$ cat src/rtl/jogo_pkg.sv
// Shared definitions for the LED-memory game: state codes, state width and outcome encoding.
package jogo_pkg;

  localparam int ESTADO_W_DEF = 5;

  localparam logic [4:0] S_INICIAL        = 5'd0;
  localparam logic [4:0] S_PREPARACAO     = 5'd1;
  localparam logic [4:0] S_INICIA_RODADA  = 5'd2;
  localparam logic [4:0] S_CARREGA_LED    = 5'd3;
  localparam logic [4:0] S_MOSTRA_LED     = 5'd4;
  localparam logic [4:0] S_PROXIMO_LED    = 5'd5;
  localparam logic [4:0] S_FIM_EXIBICAO   = 5'd6;
  localparam logic [4:0] S_ESPERA_JOGADA  = 5'd7;
  localparam logic [4:0] S_REGISTRA       = 5'd8;
  localparam logic [4:0] S_COMPARACAO     = 5'd9;
  localparam logic [4:0] S_PROXIMA_JOGADA = 5'd10;
  localparam logic [4:0] S_PROXIMA_RODADA = 5'd11;
  localparam logic [4:0] S_FIM_ACERTO     = 5'd12;
  localparam logic [4:0] S_FIM_ERRO       = 5'd13;
  localparam logic [4:0] S_FIM_TIMEOUT    = 5'd14;

  typedef enum logic [4:0] {
    INICIAL        = S_INICIAL,
    PREPARACAO     = S_PREPARACAO,
    INICIA_RODADA  = S_INICIA_RODADA,
    CARREGA_LED    = S_CARREGA_LED,
    MOSTRA_LED     = S_MOSTRA_LED,
    PROXIMO_LED    = S_PROXIMO_LED,
    FIM_EXIBICAO   = S_FIM_EXIBICAO,
    ESPERA_JOGADA  = S_ESPERA_JOGADA,
    REGISTRA       = S_REGISTRA,
    COMPARACAO     = S_COMPARACAO,
    PROXIMA_JOGADA = S_PROXIMA_JOGADA,
    PROXIMA_RODADA = S_PROXIMA_RODADA,
    FIM_ACERTO     = S_FIM_ACERTO,
    FIM_ERRO       = S_FIM_ERRO,
    FIM_TIMEOUT    = S_FIM_TIMEOUT
  } estado_t;

  // Outcome code driven onto the board LEDs by the top level.
  localparam logic [1:0] RES_NENHUM  = 2'd0;
  localparam logic [1:0] RES_ACERTO  = 2'd1;
  localparam logic [1:0] RES_ERRO    = 2'd2;
  localparam logic [1:0] RES_TIMEOUT = 2'd3;

  function automatic logic [1:0] codifica_resultado(input logic acertou,
                                                    input logic errou,
                                                    input logic timeout);
    if (acertou)      return RES_ACERTO;
    else if (errou)   return RES_ERRO;
    else if (timeout) return RES_TIMEOUT;
    else              return RES_NENHUM;
  endfunction

endpackage

$ cat src/rtl/unidade_controle_jogo.sv
// Moore control unit of the LED-memory game; drives all datapath controls.
// Macro UNIDADE_CONTROLE_TIMEOUT_EN enables the move timeout (contaT / fimT / fim_timeout).
module unidade_controle_jogo
  import jogo_pkg::*;
#(
  parameter int ESTADO_W = ESTADO_W_DEF
) (
  input  logic                clock,
  input  logic                reset,
  input  logic                iniciar,
  input  logic                jogada_feita,
  input  logic                igual,
  input  logic                fimS,
  input  logic                fimJ,
  input  logic                fimT,
  input  logic                timerLedsFim,
  output logic                zeraC,
  output logic                contaC,
  output logic                zeraS,
  output logic                contaS,
  output logic                zeraR,
  output logic                registraR,
  output logic                zeraT,
  output logic                contaT,
  output logic                zeraD,
  output logic                registraD,
  output logic                zeraSM,
  output logic                registraSM,
  output logic                zeraM,
  output logic                registraM,
  output logic                zeraTLeds,
  output logic                contaTLeds,
  output logic                zera_display,
  output logic                show_display,
  output logic                pronto,
  output logic                acertou,
  output logic                errou,
  output logic                timeout,
  output logic [ESTADO_W-1:0] db_estado
);

`ifdef UNIDADE_CONTROLE_TIMEOUT_EN
  localparam logic TIMEOUT_EN = 1'b1;
`else
  localparam logic TIMEOUT_EN = 1'b0;
`endif

  estado_t estado_q, estado_d;

  always_ff @(posedge clock) begin
    if (reset) estado_q <= INICIAL;
    else        estado_q <= estado_d;
  end

  always_comb begin
    estado_d = estado_q;
    case (estado_q)
      INICIAL:        if (iniciar) estado_d = PREPARACAO;
      PREPARACAO:     estado_d = INICIA_RODADA;
      INICIA_RODADA:  estado_d = CARREGA_LED;
      CARREGA_LED:    estado_d = MOSTRA_LED;
      MOSTRA_LED: begin
        if (timerLedsFim) estado_d = fimS ? FIM_EXIBICAO : PROXIMO_LED;
      end
      PROXIMO_LED:    estado_d = CARREGA_LED;
      FIM_EXIBICAO:   estado_d = ESPERA_JOGADA;
      // A key press in the same cycle as the timeout still counts as a move.
      ESPERA_JOGADA: begin
        if (jogada_feita)             estado_d = REGISTRA;
        else if (fimT && TIMEOUT_EN)  estado_d = FIM_TIMEOUT;
      end
      REGISTRA:       estado_d = COMPARACAO;
      COMPARACAO: begin
        if (!igual)     estado_d = FIM_ERRO;
        else if (fimS)  estado_d = fimJ ? FIM_ACERTO : PROXIMA_RODADA;
        else            estado_d = PROXIMA_JOGADA;
      end
      PROXIMA_JOGADA: estado_d = ESPERA_JOGADA;
      PROXIMA_RODADA: estado_d = INICIA_RODADA;
      FIM_ACERTO, FIM_ERRO, FIM_TIMEOUT: begin
        if (iniciar) estado_d = PREPARACAO;
      end
      default:        estado_d = INICIAL;
    endcase
  end

  always_comb begin
    zeraC        = 1'b0;
    contaC       = 1'b0;
    zeraS        = 1'b0;
    contaS       = 1'b0;
    zeraR        = 1'b0;
    registraR    = 1'b0;
    zeraT        = 1'b0;
    contaT       = 1'b0;
    zeraD        = 1'b0;
    registraD    = 1'b0;
    zeraSM       = 1'b0;
    registraSM   = 1'b0;
    zeraM        = 1'b0;
    registraM    = 1'b0;
    zeraTLeds    = 1'b0;
    contaTLeds   = 1'b0;
    zera_display = 1'b0;
    show_display = 1'b0;
    pronto       = 1'b0;
    acertou      = 1'b0;
    errou        = 1'b0;
    timeout      = 1'b0;
    case (estado_q)
      PREPARACAO: begin
        zeraC        = 1'b1;
        zeraS        = 1'b1;
        zeraR        = 1'b1;
        zeraM        = 1'b1;
        zeraT        = 1'b1;
        zeraTLeds    = 1'b1;
        zera_display = 1'b1;
        registraD    = 1'b1;
        registraSM   = 1'b1;
      end
      INICIA_RODADA: begin
        zeraC     = 1'b1;
        zeraTLeds = 1'b1;
      end
      CARREGA_LED:    registraM  = 1'b1;
      MOSTRA_LED:     contaTLeds = 1'b1;
      PROXIMO_LED: begin
        contaC    = 1'b1;
        zeraTLeds = 1'b1;
      end
      FIM_EXIBICAO: begin
        zeraC = 1'b1;
        zeraT = 1'b1;
        zeraM = 1'b1;
      end
      ESPERA_JOGADA:  contaT = TIMEOUT_EN;
      REGISTRA: begin
        registraR = 1'b1;
        zeraT     = 1'b1;
      end
      PROXIMA_JOGADA: contaC = 1'b1;
      PROXIMA_RODADA: begin
        contaS = 1'b1;
        zeraR  = 1'b1;
      end
      FIM_ACERTO: begin
        pronto  = 1'b1;
        acertou = 1'b1;
      end
      FIM_ERRO: begin
        pronto = 1'b1;
        errou  = 1'b1;
      end
      FIM_TIMEOUT: begin
        pronto  = 1'b1;
        timeout = TIMEOUT_EN;
      end
      default: ;
    endcase
    // Unused codes fall outside this range, so they keep the display off too.
    show_display = (estado_q >= INICIA_RODADA) && (estado_q <= FIM_TIMEOUT);
  end

  assign db_estado = ESTADO_W'(estado_q);

endmodule

$ cat config.mk
export PLATFORM = sky130hd
export DESIGN_NAME = unidade_controle_jogo
export DESIGN_NICKNAME = d
export VERILOG_FILES = /design/src/rtl/jogo_pkg.sv /design/src/rtl/unidade_controle_jogo.sv
export SDC_FILE = /design/constraint.sdc
export NUM_CORES = 1
export LEC_CHECK = 0
export ABC_AREA = 1
export CAP_MARGIN = 20
export CORE_MARGIN = 3
export CORE_UTILIZATION = 32
export CTS_BUF_LIST = sky130_fd_sc_hd__clkbuf_8
export DETAILED_ROUTE_END_ITERATION = 10
export PLACE_DENSITY = 0.83
export SETUP_SLACK_MARGIN = 0.05
export SLEW_MARGIN = 20
export SYNTH_ARGS = -nofsm -noshare
export SYNTH_HDL_FRONTEND = slang
export SYNTH_SLANG_ARGS = --single-unit
$ cat constraint.sdc
create_clock -name clock -period 1.3 [get_ports clock]
set_clock_uncertainty 0.15 [all_clocks]
set_input_delay 0.195 -clock clock [delete_from_list [all_inputs] [get_ports clock]]
set_output_delay 0.195 -clock clock [all_outputs]
set_load 0.02 [all_outputs]
==> flow_summary.yaml, run 1 <==
# flow metrics
worst_setup_path:
  critical_path_class: "flop to output port"
  cp.required_ns: 0.95
  cp_max_fo: 5
  endpoint_kind: "output port"
  start_kind: "flop"
placement:
  dp_hpwl_um: 1640
  gp_congestion: 0.885
clock_tree:
  clk_pin_slew_ns: 0.03
  htreeDepth: 1
  numCtsBuffers: 3
  cts_tree: "done"
  clock_path_buffers: 2
cells_and_area:
  clockBufferCount: 3
  flops: 4
  fin_nets: 169
  nMultiInputCombCells: 81
  biggestCellCategory: "logic gates"
  area_delta_synth_final_pct: 132
  largest_reg_flops: 4
  n_fill_cell: 82
  nNonClkBuffers: 56
  seq_area_um2: 95.1
  inverters: 14
global_route:
  grtUsageTotal_pct: 23.5
  grt_pass1_vias: 819
  grt_pass1_wl_um: 3590
  antenna_found_initial: 0
timing:
  fmax_ghz: 0.612
  finalSetupViolations: 24
  fin_crit_sh_pct: 126
  hold_viol_final: 0
  setup_ws_ns: -0.333
  final_max_slew_viol_count: 0
floorplanning:
  well_tap_count: 16
  fp-utilization_pct: 34.5
  die_w_um: 46.8
  io_pins: 36
  core.rowCount: 14
  die_h_um: 46.8
synth:
  synth_area_um2: 532
  synthArstFlopShare_pct: 0
  ff_type: "dfxtp_1"
  synth_flops: 4
  synth_top_area_share_pct: 24.0
  yosys_warnings: 0
  synth_chip_area_um2: 532
  ys_top_cells_by_area: "nand2_1, nor2_1, dfxtp_1"
run_status:
  violations: "setup timing"
  outcome: "complete, but fails checks"
routing:
  routed_wl_um: 2770
  routed-via-count: 887
  route.detailed.drc: 0
  avgViaCountPerCell: 5.10
power_and_ir_drop:
  power_leakage_nw: 0.622
  peakVddDrop_mv: 1.39
  p_seq_share_pct: 10.2
  p_per_area_nw_per_um2: 2090
  power_frac_comb_pct: 80.0
flow_run:
  warnings: 30
[run 1: metrics by stage]
stage / instances / setup TNS (ns) / hold slack, ns / area (µm²) / setup slack, ns
finish: 174 / -5.21 / 0.388 / 1230 / -0.333
floorplan: 107 / -0.459 / 0.104 / 614 / -0.116
global placement: 165 / -8.25 / 0.369 / 1020 / -0.474
detailed placement: 165 / -8.81 / 0.369 / 1020 / -0.538
CTS: 172 / -4.66 / 0.388 / 1140 / -0.288
global route: 174 / -6.19 / 0.408 / 1230 / -0.383
[run 1: placed cells by master (no fill, tap or decap)]
master | netlist | layout
nand2_8 | 0 | 1
clkdlybuf4s15_2 | 0 | 1
inv_2 | 3 | 3
a21oi_2 | 0 | 3
nand2_1 | 34 | 19
buf_4 | 8 | 32
or2_4 | 0 | 1
nand3_1 | 3 | 3
nand2_4 | 0 | 6
nand3_4 | 0 | 2
nand3_2 | 3 | 1
conb_1 | 1 | 5
clkdlybuf4s50_1 | 0 | 7
inv_4 | 0 | 3
inv_6 | 0 | 1
buf_2 | 0 | 2
dlygate4sd2_1 | 0 | 1
nor2_1 | 22 | 12
nor2_2 | 2 | 5
nor2_4 | 0 | 7
buf_6 | 0 | 13
dfxtp_4 | 0 | 4
o22ai_1 | 1 | 1
clkbuf_8 | 0 | 3
nand4_1 | 1 | 1
a21oi_1 | 5 | 2
inv_1 | 11 | 7
nand2_2 | 3 | 11
o21ai_1 | 0 | 1
[run 1: power by group through the flow]
| stage | clock, W | combinational (W) | sequential [W] |
|---|---|---|---|
| 6_report | 0.000253 | 0.00206 | 0.000262 |
| 5_1_grt | 0.000275 | 0.00217 | 0.000266 |
| 4_1_cts | 0.000263 | 0.00177 | 0.000252 |
| 3_5_place_dp | 0 | 0.00164 | 0.000233 |
| 3_3_place_gp | 0 | 0.00160 | 0.000232 |
| 2_1_floorplan | 0 | 0.000916 | 0.000282 |
[run 1: cell families (layout without fill, tap and decap cells)]
logic type	after synthesis	in the layout	synth area share [%]
AND/OR/NAND/NOR	69	69	56.2
buffers and inverters	22	73	21.2
AND-OR/OR-AND	7	7	6.82
flip-flops	4	4	15.1
other	1	5	0.705
[run 1: timing repair]
item	4_1_cts	5_1_grt
resized	128	25
pin swaps	4	8
endpoints found under the setup margin	26	24
setup buffers	4	4
[run 1: per-layer routing]
metal / part of all wire [%] / GRT usage (%) / vias to the layer above
li1: - / - / 411
met1: 38 / 25.2 / 425
met2: 55 / 41.5 / 45
met3: 4.4 / 4.21 / 6
met4: 2.2 / 15.5 / 0
met5: 0 / 0 / -
[run 1: worst max-delay path: stages, from the launching register on]
cell and delay (ns):
dfxtp_4 0.36, inv_6 0.09, nand2_4 0.06, nor2_4 0.14, inv_2 0.07, buf_4 0.13
nand3_1 0.07, buf_4 0.14
[run 1: worst paths after layout]
check | from | to | slack (ns) | cells past startpoint
setup / recovery | db_estado[1] | zeraC | -0.33 | 7
hold / removal | db_estado[3] | db_estado[3] | 0.39 | 2
hold reg to reg | db_estado[3] | db_estado[3] | 0.39 | 2
setup reg to reg | db_estado[3] | db_estado[3] | -0.27 | 10
run_1/class_map.png
Fill, decap, tap and diode cells in gray.
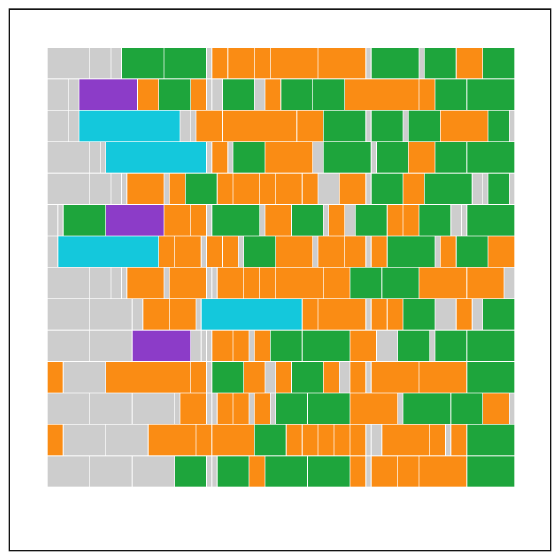
[sequential cells] cyan | cells: 4
[remaining logic cells] orange | cells: 95
[remaining buffers and delay cells] green | cells: 56
[clock-net drivers] purple | cells: 3

run_1/clock_wires.png
Bar = 10 µm.
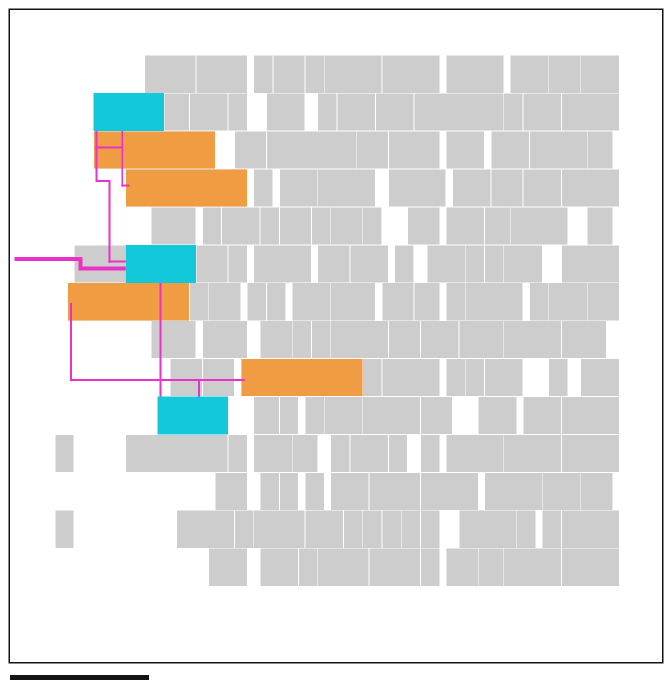
[clock-net drivers] cyan | count: 3
[clock wires] magenta | length: 66.4 µm
[flip-flops] orange | count: 4
routed clock nets: 4
worst skew pair latency: 0.21 ns
Clk pwr share: 9.8%

run_1/pinout.png
Pins as bars across the die edge, other pins in gray.
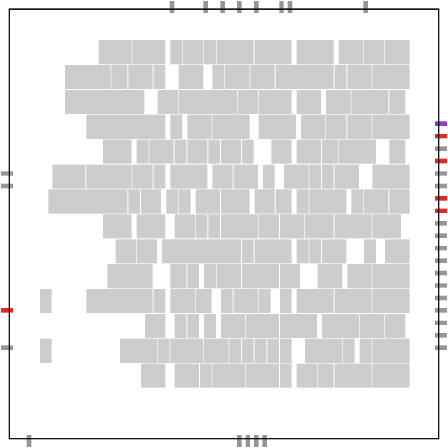
[acertou] purple | pins: 1 | direction: output | edge: right
[db_estado] red | pins: 5 | direction: output | edge: 4 right, 1 left
all pins by edge: 19 right, 8 top, 5 bottom, 4 left

run_1/layers.png
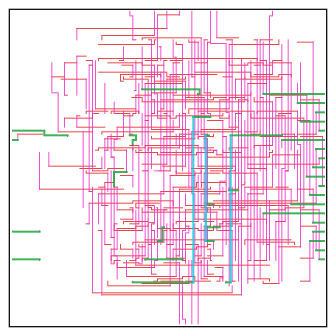
[M4] cyan | wire length: 61.9 µm
[M1] red | wire length: 1,050 µm
[M3] green | wire length: 121 µm
[M2] magenta | wire length: 1,540 µm

run_1/placed.png
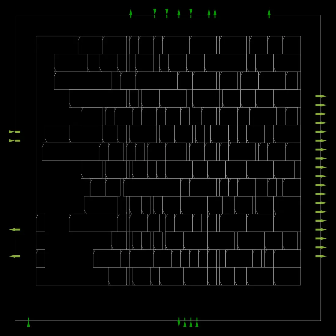

==> run 2, diff against run 1 <==
--- a/config.mk
+++ b/config.mk
@@ -11,6 +11,7 @@
 export CORE_UTILIZATION = 32
 export CTS_BUF_LIST = sky130_fd_sc_hd__clkbuf_8
 export DETAILED_ROUTE_END_ITERATION = 10
+export GPL_TIMING_DRIVEN = 0
 export PLACE_DENSITY = 0.83
 export SETUP_SLACK_MARGIN = 0.05
 export SLEW_MARGIN = 20
run_2/placed.png
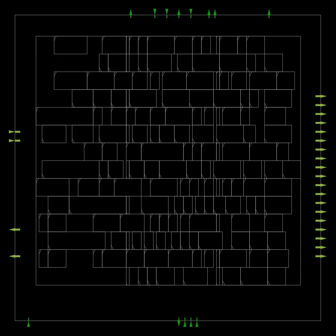
final core utilization: 76.2%
Core Region: 1540 µm²
final non-filler cell total: 168
# Taps: 16
Rows: 14

run_2/pinout.png
Pins as bars across the die edge, other pins in gray.
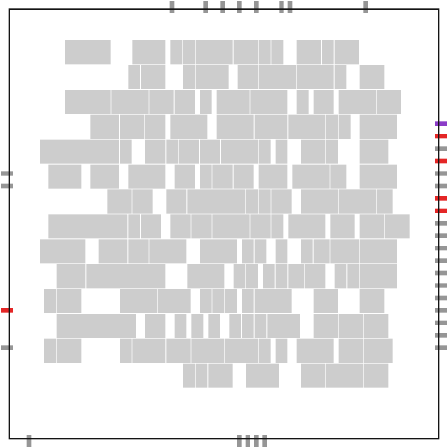
PortBufs: 29
Die H: 46.8 µm
Die Wd: 46.8 µm

==> run 2 against run 1 <==
  * The flow still finishes with violations (setup timing)
  * Sequential power about the same
  * Synthesized cell count unchanged
  * Final area down 4.7%
  * Via count down 10%
  * Global-route usage down 5.7 points
  * Worst setup slack better by 0.016 ns
  * Cell count down 3.4%
  * Worst hold slack better by 0.12 ns
  * Critical path depth unchanged
  * Clock-buffer cell count unchanged
  * Sequential share of layout area up 0.38 points
  * Non-clock buffer count down 6
  * Critical path type unchanged
==> flow_summary.yaml, run 2 <==
# flow metrics
power_and_ir_drop:
  power.total_w: 0.00261
  p_per_area_nw_per_um2: 2220
  peakVddDrop_mv: 1.48
  power_leakage_nw: 0.596
clock_tree:
  insertion_delay_ns: 0.21
  clk_pin_slew_ns: 0.03
  cts_root_buffer: "clkbuf_8"
  htreeDepth: 1
  cts_sinks: 4
  cts_tree: "done"
  clock_path_buffers: 2
  numCtsBuffers: 3
worst_setup_path:
  critical_path_class: "flop to output port"
  endpoint_kind: "output port"
  cp.required_ns: 0.95
  r2r-start: "db_estado[0]"
  crit_path_end: "zeraT"
  cp-startpoint: "db_estado[3]"
  start_kind: "flop"
  reg2reg_slack_ns: -0.21
  cp_max_fo: 7
  ff2ff_path_depth: 10
  reg2reg_to: "db_estado[1]"
synth:
  ys_top_cells_by_area: "nand2_1, nor2_1, dfxtp_1"
  xor_area_share_pct: 0
  syn_avg_cell_area_um2: 5.16
  synth_top_area_share_pct: 24.0
  synthSimpleGateAreaFrac_pct: 56.2
  synth-compound-area-share_pct: 6.82
  edf_count: 0
  logic_family: "simple AND/OR/NAND/NOR gates"
  synth_area_um2: 532
  synth_chip_area_um2: 532
  ys_sh_mux_pct: 0
  synth_flops: 4
  yosys_warnings: 0
  yosys.area_share.adder_pct: 0
  synthArstFlopShare_pct: 0
  ff_type: "dfxtp_1"
timing:
  setup_ws_ns: -0.317
  hold_viol_final: 0
  finalSetupViolations: 23
  final_max_slew_viol_count: 0
  fmax_ghz: 0.619
  fin_crit_sh_pct: 124
global_route:
  grtUsageTotal_pct: 17.7
  antenna_found_initial: 0
  grt_pass1_wl_um: 2770
  grt_overflow: 0
  grt_pass1_vias: 645
  grt_max_degree: 8
cells_and_area:
  largest_reg_flops: 4
  fin_nets: 163
  mostFrequentLayoutCell: "buf_4"
  area_delta_synth_final_pct: 121
  n_fill_cell: 121
  final_cell_mix: "buf_4, nand2_1, nor2_1"
floorplanning:
  fp-utilization_pct: 34.5
  io_pins: 36
  die_area_um2: 2190
placement:
  gp_congestion: 0.855
  post-place-cells: 152
  dp_hpwl_um: 1290
routing:
  routed-via-count: 797
  avgViaCountPerCell: 4.74
  route.detailed.drc: 0
  routed_wl_um: 2020
  final_antenna_net_count: 0
  routedWlPerCell_um: 12.0
run_status:
  violations: "setup timing"
  outcome: "complete, but fails checks"
flow_run:
  max_cap_viol_count: 0
  warnings: 30
min_path:
  hold_class: "primary input to flop"
[run 2: cell counts after synthesis]
No cell type changed its count.
[run 2: layout make-up]
class	count	area (µm²)	share of cell area, %
repair buffers	42	385	32.8
well taps	16	20.0	1.70
plain buffers	8	63.8	5.43
flip-flops and latches	4	95.1	8.09
multi-input cells	81	504	42.9
inverters	14	65.1	5.54
clock buffers	3	41.3	3.51
[run 2: what timing repair did]
item,CTS,global route
pin swaps,6,14
setup endpoints to repair,26,26
resized,104,28
gates cloned,0,0
hold buffers,0,0
setup buffers,9,4
[run 2: where the power goes]
| group | total (W) | switching (W) | internal (W) |
|---|---|---|---|
| Sequential | 0.000263 | 0.0000876 | 0.000175 |
| Clock | 0.000257 | 0.0000602 | 0.000197 |
| Combinational | 0.00208 | 0.00109 | 0.000993 |
| Total | 0.00261 | 0.00124 | 0.00137 |
[run 2: how the worst min path moves through the flow]
stage,to,cells after the start,from
6_report,db_estado[1],2,reset
5_1_grt,db_estado[2],2,reset
4_1_cts,db_estado[3],2,reset
3_5_place_dp,db_estado[0],2,db_estado[0]
3_3_place_gp,db_estado[0],2,db_estado[0]
2_1_floorplan,db_estado[0],1,reset
[run 2: per-layer routing]
| layer | track usage, % | part of all wire (%) | vias up |
|---|---|---|---|
| met5 | 0 | 0 | - |
| met4 | 7.73 | 0.94 | 0 |
| met3 | 2.68 | 7.0 | 2 |
| met2 | 30.9 | 53 | 34 |
| met1 | 21.4 | 39 | 357 |
| li1 | - | - | 404 |
[run 2: cells by family after synthesis]
group | after synthesis
simple gates | 69
compound gates | 7
buf+inv | 22
other cells | 1
flops | 4
[run 2: worst max-delay path: stages (launching register included)]
cell     delay (ns)
dfxtp_4        0.41
inv_4          0.06
nand2_4        0.07
nor2_4         0.05
inv_2          0.08
nand2_4        0.04
or2_4          0.22
buf_6          0.13
[run 2: metrics by stage]
step	TNS (ns)	worst slack, ns	hold slack, ns	instance area (µm²)
final	-4.68	-0.317	0.508	1170
after global routing	-6.10	-0.376	0.512	1170
after CTS	-4.06	-0.319	0.451	1060
after detailed placement	-7.88	-0.557	0.372	925
after global placement	-7.71	-0.566	0.369	925
after floorplan	-0.459	-0.116	0.104	614
Power is estimated from default activity; no workload was simulated.
